--- config.mk ---
export PLATFORM = sky130hd
export DESIGN_NAME = uart_rx_flat
export DESIGN_NICKNAME = d
export VERILOG_FILES = /design/src/rtl/uart_pkg.sv /design/src/rtl/uart_rx_if.sv /design/src/rtl/uart_rx_sync.sv /design/src/rtl/uart_rx.sv /design/src/flat_wrapper.sv
export SDC_FILE = /design/constraint.sdc
export NUM_CORES = 1
export LEC_CHECK = 0
export CORE_MARGIN = 2
export CORE_UTILIZATION = 40
export CTS_BUF_LIST = sky130_fd_sc_hd__clkbuf_4 sky130_fd_sc_hd__clkbuf_8 sky130_fd_sc_hd__clkbuf_16
export DETAILED_ROUTE_END_ITERATION = 10
export PLACE_DENSITY = 0.66
export SLEW_MARGIN = 20
export SYNTH_ARGS = -nofsm -noshare
export SYNTH_HDL_FRONTEND = slang
export SYNTH_HIERARCHICAL = 1
export SYNTH_SLANG_ARGS = --single-unit
export TNS_END_PERCENT = 10
--- constraint.sdc ---
create_clock -name clk -period 2.6 [get_ports clk]
set_input_delay 0.52 -clock clk [delete_from_list [all_inputs] [get_ports clk]]
set_output_delay 0.52 -clock clk [all_outputs]
set_load 0.05 [all_outputs]
--- src/rtl/uart_pkg.sv ---
// rtl/uart_pkg.sv - shared UART state encodings, limits and config clamps
package uart_pkg;

  typedef enum logic [2:0] {
    ST_IDLE      = 3'd0,
    ST_START     = 3'd1,
    ST_DATA      = 3'd2,
    ST_PARITY    = 3'd3,
    ST_STOP1     = 3'd4,
    ST_STOP2     = 3'd5,
    ST_WAIT_IDLE = 3'd6
  } uart_state_e;

  localparam int unsigned MIN_BITS    = 5;
  localparam int unsigned MAX_BITS    = 16;
  localparam int unsigned MIN_CLK_DIV = 4;

  // Bit periods shorter than MIN_CLK_DIV leave no room for a mid-bit sample.
  function automatic logic [15:0] clamp_clk_div(input logic [15:0] div);
    return (div < 16'(MIN_CLK_DIV)) ? 16'(MIN_CLK_DIV) : div;
  endfunction

  function automatic logic [4:0] clamp_bits(input logic [4:0] bits);
    if (bits < 5'(MIN_BITS)) return 5'(MIN_BITS);
    if (bits > 5'(MAX_BITS)) return 5'(MAX_BITS);
    return bits;
  endfunction

endpackage

--- src/rtl/uart_rx_if.sv ---
// rtl/uart_rx_if.sv - serial line, frame config and received-word bundle
interface uart_rx_if #(
  parameter int DATA_WIDTH = 16
);
  logic                  rx;
  logic [15:0]           clk_div;
  logic [4:0]            bits_per_word;
  logic                  parity_en;
  logic                  parity_evan_odd;
  logic                  two_stop_bit;
  logic [DATA_WIDTH-1:0] data_out;
  logic                  valid;
  logic                  busy;
  logic                  parity_err;
  logic                  frame_err;

  modport master (
    output rx, clk_div, bits_per_word, parity_en, parity_evan_odd, two_stop_bit,
    input  data_out, valid, busy, parity_err, frame_err
  );

  modport slave (
    input  rx, clk_div, bits_per_word, parity_en, parity_evan_odd, two_stop_bit,
    output data_out, valid, busy, parity_err, frame_err
  );
endinterface

--- src/rtl/uart_rx_sync.sv ---
// rtl/uart_rx_sync.sv - two-flop rx synchronizer with falling-edge detect
module uart_rx_sync (
  input  logic clk,
  input  logic rst,
  input  logic i_rx,
  output logic o_rx,
  output logic o_fall
);

  logic r_meta;
  logic r_sync;
  logic r_prev;

  // Resynchronize the idle-high line and keep one cycle of history for the edge.
  always_ff @(posedge clk) begin
    if (rst) begin
      r_meta <= 1'b1;
      r_sync <= 1'b1;
      r_prev <= 1'b1;
    end else begin
      r_meta <= i_rx;
      r_sync <= r_meta;
      r_prev <= r_sync;
    end
  end

  assign o_rx   = r_sync;
  assign o_fall = r_prev & ~r_sync;

endmodule

--- src/rtl/uart_rx.sv ---
// rtl/uart_rx.sv - configurable UART receiver: FSM, baud counter, word capture
module uart_rx
  import uart_pkg::*;
#(
  parameter int DATA_WIDTH = 16
) (
  input  logic     clk,
  input  logic     rst,
  uart_rx_if.slave bus
);

  logic                  w_rx;
  logic                  w_fall;
  uart_state_e           r_state;
  uart_state_e           w_state_next;
  logic [15:0]           r_cnt;
  logic [15:0]           r_div;
  logic [15:0]           w_target;
  logic [4:0]            r_bits;
  logic [4:0]            r_bitcnt;
  logic                  r_par_en;
  logic                  r_par_odd;
  logic                  r_two_stop;
  logic [DATA_WIDTH-1:0] r_shift;
  logic                  r_par_acc;
  logic                  r_perr_acc;
  logic                  r_ferr_acc;
  logic [DATA_WIDTH-1:0] r_data_out;
  logic                  r_valid;
  logic                  r_parity_err;
  logic                  r_frame_err;
  logic                  w_counting;
  logic                  w_sample;
  logic                  w_last_bit;
  logic                  w_final_stop;
  logic                  w_start_det;

  uart_rx_sync u_sync (
    .clk    (clk),
    .rst    (rst),
    .i_rx   (bus.rx),
    .o_rx   (w_rx),
    .o_fall (w_fall)
  );

  // START samples at half a bit so every later sample lands mid-bit.
  assign w_target     = (r_state == ST_START) ? {1'b0, r_div[15:1]} : r_div;
  assign w_counting   = (r_state != ST_IDLE) && (r_state != ST_WAIT_IDLE);
  assign w_sample     = w_counting && (r_cnt == w_target);
  assign w_last_bit   = (r_bitcnt == (r_bits - 5'd1));
  assign w_final_stop = w_sample &&
                        ((r_state == ST_STOP2) || ((r_state == ST_STOP1) && !r_two_stop));
  assign w_start_det  = (r_state == ST_IDLE) && w_fall;

  // State register.
  always_ff @(posedge clk) begin
    if (rst) begin
      r_state <= ST_IDLE;
    end else begin
      r_state <= w_state_next;
    end
  end

  // Next-state logic; every transition out of a bit state happens on its sample.
  always_comb begin
    w_state_next = r_state;
    case (r_state)
      ST_IDLE: begin
        if (w_fall) w_state_next = ST_START;
      end
      ST_START: begin
        if (w_sample) w_state_next = w_rx ? ST_IDLE : ST_DATA;
      end
      ST_DATA: begin
        if (w_sample && w_last_bit) w_state_next = r_par_en ? ST_PARITY : ST_STOP1;
      end
      ST_PARITY: begin
        if (w_sample) w_state_next = ST_STOP1;
      end
      ST_STOP1: begin
        if (w_sample) begin
          if (r_two_stop) w_state_next = ST_STOP2;
          else            w_state_next = w_rx ? ST_IDLE : ST_WAIT_IDLE;
        end
      end
      ST_STOP2: begin
        if (w_sample) w_state_next = w_rx ? ST_IDLE : ST_WAIT_IDLE;
      end
      ST_WAIT_IDLE: begin
        if (w_rx) w_state_next = ST_IDLE;
      end
      default: w_state_next = ST_IDLE;
    endcase
  end

  // Baud counter: restarts at 1 on entry to a bit state and after each sample.
  always_ff @(posedge clk) begin
    if (rst) begin
      r_cnt <= 16'd0;
    end else if ((w_state_next == ST_IDLE) || (w_state_next == ST_WAIT_IDLE)) begin
      r_cnt <= 16'd0;
    end else if (w_sample || (w_state_next != r_state)) begin
      r_cnt <= 16'd1;
    end else begin
      r_cnt <= r_cnt + 16'd1;
    end
  end

  // Latch frame config at the start edge and accumulate data, parity and stop errors.
  always_ff @(posedge clk) begin
    if (rst) begin
      r_div      <= 16'd0;
      r_bits     <= 5'd0;
      r_par_en   <= 1'b0;
      r_par_odd  <= 1'b0;
      r_two_stop <= 1'b0;
      r_bitcnt   <= 5'd0;
      r_shift    <= '0;
      r_par_acc  <= 1'b0;
      r_perr_acc <= 1'b0;
      r_ferr_acc <= 1'b0;
    end else if (w_start_det) begin
      r_div      <= clamp_clk_div(bus.clk_div);
      r_bits     <= clamp_bits(bus.bits_per_word);
      r_par_en   <= bus.parity_en;
      r_par_odd  <= bus.parity_evan_odd;
      r_two_stop <= bus.two_stop_bit;
      r_bitcnt   <= 5'd0;
      r_shift    <= '0;
      r_par_acc  <= 1'b0;
      r_perr_acc <= 1'b0;
      r_ferr_acc <= 1'b0;
    end else if (w_sample) begin
      case (r_state)
        ST_DATA: begin
          r_shift   <= r_shift | (DATA_WIDTH'(w_rx) << r_bitcnt);
          r_par_acc <= r_par_acc ^ w_rx;
          r_bitcnt  <= r_bitcnt + 5'd1;
        end
        ST_PARITY: begin
          r_perr_acc <= r_par_acc ^ w_rx ^ r_par_odd;
        end
        ST_STOP1: begin
          if (!w_rx) r_ferr_acc <= 1'b1;
        end
        default: ;
      endcase
    end
  end

  // Present the word and its flags together with a one-cycle valid after the last stop sample.
  always_ff @(posedge clk) begin
    if (rst) begin
      r_valid      <= 1'b0;
      r_data_out   <= '0;
      r_parity_err <= 1'b0;
      r_frame_err  <= 1'b0;
    end else begin
      r_valid <= w_final_stop;
      if (w_final_stop) begin
        r_data_out   <= r_shift;
        r_parity_err <= r_perr_acc;
        r_frame_err  <= r_ferr_acc | ~w_rx;
      end
    end
  end

  assign bus.data_out   = r_data_out;
  assign bus.valid      = r_valid;
  assign bus.busy       = (r_state != ST_IDLE);
  assign bus.parity_err = r_parity_err;
  assign bus.frame_err  = r_frame_err;

endmodule

--- src/flat_wrapper.sv ---
// flat-port wrapper written by rule: the top's interface ports become plain ports
module uart_rx_flat import uart_pkg::*;
#(
  parameter int DATA_WIDTH = 16
)
  (clk, rst, bus_rx, bus_clk_div, bus_bits_per_word, bus_parity_en, bus_parity_evan_odd, bus_two_stop_bit, bus_data_out, bus_valid, bus_busy, bus_parity_err, bus_frame_err);
  uart_rx_if #(.DATA_WIDTH(DATA_WIDTH)) bus_i ();
  input  logic clk;
  input  logic rst;
  input wire logic [$bits(bus_i.rx)-1:0] bus_rx;
  input wire logic [$bits(bus_i.clk_div)-1:0] bus_clk_div;
  input wire logic [$bits(bus_i.bits_per_word)-1:0] bus_bits_per_word;
  input wire logic [$bits(bus_i.parity_en)-1:0] bus_parity_en;
  input wire logic [$bits(bus_i.parity_evan_odd)-1:0] bus_parity_evan_odd;
  input wire logic [$bits(bus_i.two_stop_bit)-1:0] bus_two_stop_bit;
  output wire logic [$bits(bus_i.data_out)-1:0] bus_data_out;
  output wire logic [$bits(bus_i.valid)-1:0] bus_valid;
  output wire logic [$bits(bus_i.busy)-1:0] bus_busy;
  output wire logic [$bits(bus_i.parity_err)-1:0] bus_parity_err;
  output wire logic [$bits(bus_i.frame_err)-1:0] bus_frame_err;
  assign bus_i.rx = bus_rx;
  assign bus_i.clk_div = bus_clk_div;
  assign bus_i.bits_per_word = bus_bits_per_word;
  assign bus_i.parity_en = bus_parity_en;
  assign bus_i.parity_evan_odd = bus_parity_evan_odd;
  assign bus_i.two_stop_bit = bus_two_stop_bit;
  assign bus_data_out = bus_i.data_out;
  assign bus_valid = bus_i.valid;
  assign bus_busy = bus_i.busy;
  assign bus_parity_err = bus_i.parity_err;
  assign bus_frame_err = bus_i.frame_err;
  uart_rx #(.DATA_WIDTH(DATA_WIDTH)) u_core (.clk(clk), .rst(rst), .bus(bus_i));
endmodule
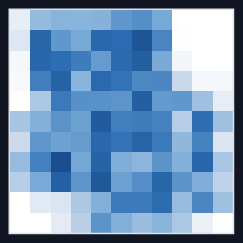
Figure 1: cell area per tile.
Scale: 2 px per um. The die is cut into 11 by 11 equal tiles; white is low, dark blue is high, 0 to 100% covered.
nearly empty tiles: 11%
tiles over 75% full: 17%
mean over tiles: 47%
emptiest ninth of the die: upper right
fullest tile: 88%

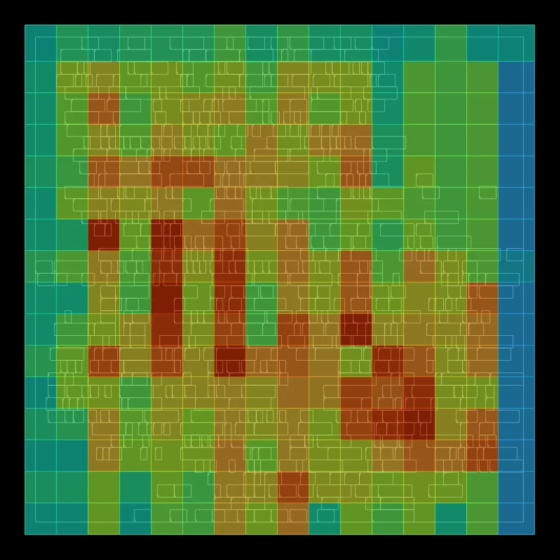
Figure 2: congestion heat map.
GR peak layer: met2
met3 routing resource usage after global routing: 3.76%
GR Util All Layers: 20.3%
fraction of the core area covered by cells at the end of the flow: 52.9%

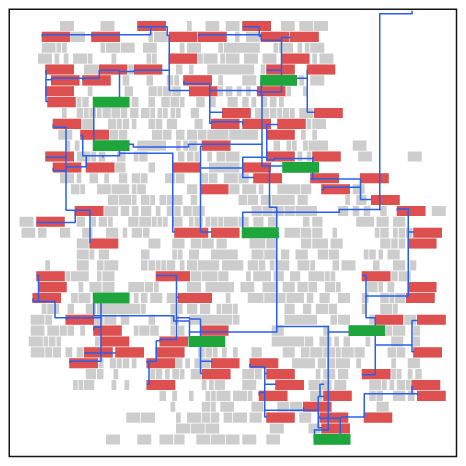
Figure 3: clock distribution.
Scale: 4 px per um.
legend:
  green:
    item: clock drivers
    count: 9
  blue:
    item: clock wires
    length: 1090 um
  red:
    item: flip-flops
    count: 89
routed clock nets: 10

## critical path: stages, from the launching register on
cell	delay (ps)
dfxtp_4	360
nor3b_4	320
buf_6	180
mux2i_4	240
xnor2_2	100
a2111o_1	500
buf_4	180
or4_1	500
mux2i_1	140
## per-layer routing
metal  share of wire, %  track usage (%)
met1                 47             28.2
met2                 46             31.5
met3                5.3             3.76
met4                2.0             7.74
met5                  0                0
## cells by family after synthesis
family,count (synthesis),synth area share [%]
AND-OR/OR-AND,95,14.2
multiplexers,30,6.59
AND/OR/NAND/NOR,241,26.0
flip-flops,89,38.6
buffers and inverters,73,6.99
adder cells (fa/ha/maj),3,0.813
XOR/XNOR,36,6.83
==> metrics.log <==
[flow] final metrics
INFO  metric status = finished with violations
INFO  metric failing_checks = setup timing
INFO  metric dpl_cell_area = approximately 5400 sq um
INFO  metric routed_wire_length_per_instance = 15.8 um
INFO  metric cts_tree = done
INFO  metric postCtsResizedCells = 11
INFO  metric design.die.area = approximately 12000 sq um
INFO  metric warning_count = 27
INFO  metric switching_share = ~33%
INFO  metric finalWorstSetupSlack = -22.1 ps
INFO  metric total_number_of_vias = around 4300
INFO  metric numCtsBuffers = 9
INFO  metric drt-vias-per-instance = about 5.4
INFO  metric nWellTaps = between 100 and 150
INFO  metric worstPathArrival = ~2900 ps
INFO  metric layout.area.seq = between 1500 and 2000 sq um
INFO  metric worst_clock_skew = just over 6 ps
INFO  metric seq_cells = around 89
INFO  metric power_leakage = between 2 and 2.5 nW
INFO  metric power.sequential.total = 0.00151 W
INFO  metric final_clock_period_utilization_by_the_worst_path = 101%
INFO  metric final-nonclk-buf-share = between 10% and 20%
INFO  metric global_route.overflow_total = 0
INFO  metric fmax = 0.381 GHz
INFO  metric syn_to_final_growth = 29.6%
INFO  metric setup-violations-final = 2
INFO  metric cp-endpoint = u_core/r_bitcnt[2]$_SDFFE_PP0P_
INFO  metric cell_count_of_the_worst_hold_path = 1
INFO  metric syn-instance-count = ~570
INFO  metric area.share.sequential = ~30%
INFO  metric hp-start = u_core/u_sync/r_meta$_SDFF_PP1_
INFO  metric placement_rows = 39
INFO  metric seq_area_frac_synth = between 30% and 40%
INFO  metric grt_setup_unrepaired = true
INFO  metric power_per_cell_area = between 700 and 800 nW/um^2
INFO  metric cell_internal_pwr = a little under 0.003 W
INFO  metric postCtsSetupBuffers = 4
INFO  metric finalNetCount = a little under 700
INFO  metric skew_pair_late_insertion_delay = roughly 340 ps
INFO  metric comb_area_share = 43.5%
Power and IR drop assume default switching activity.
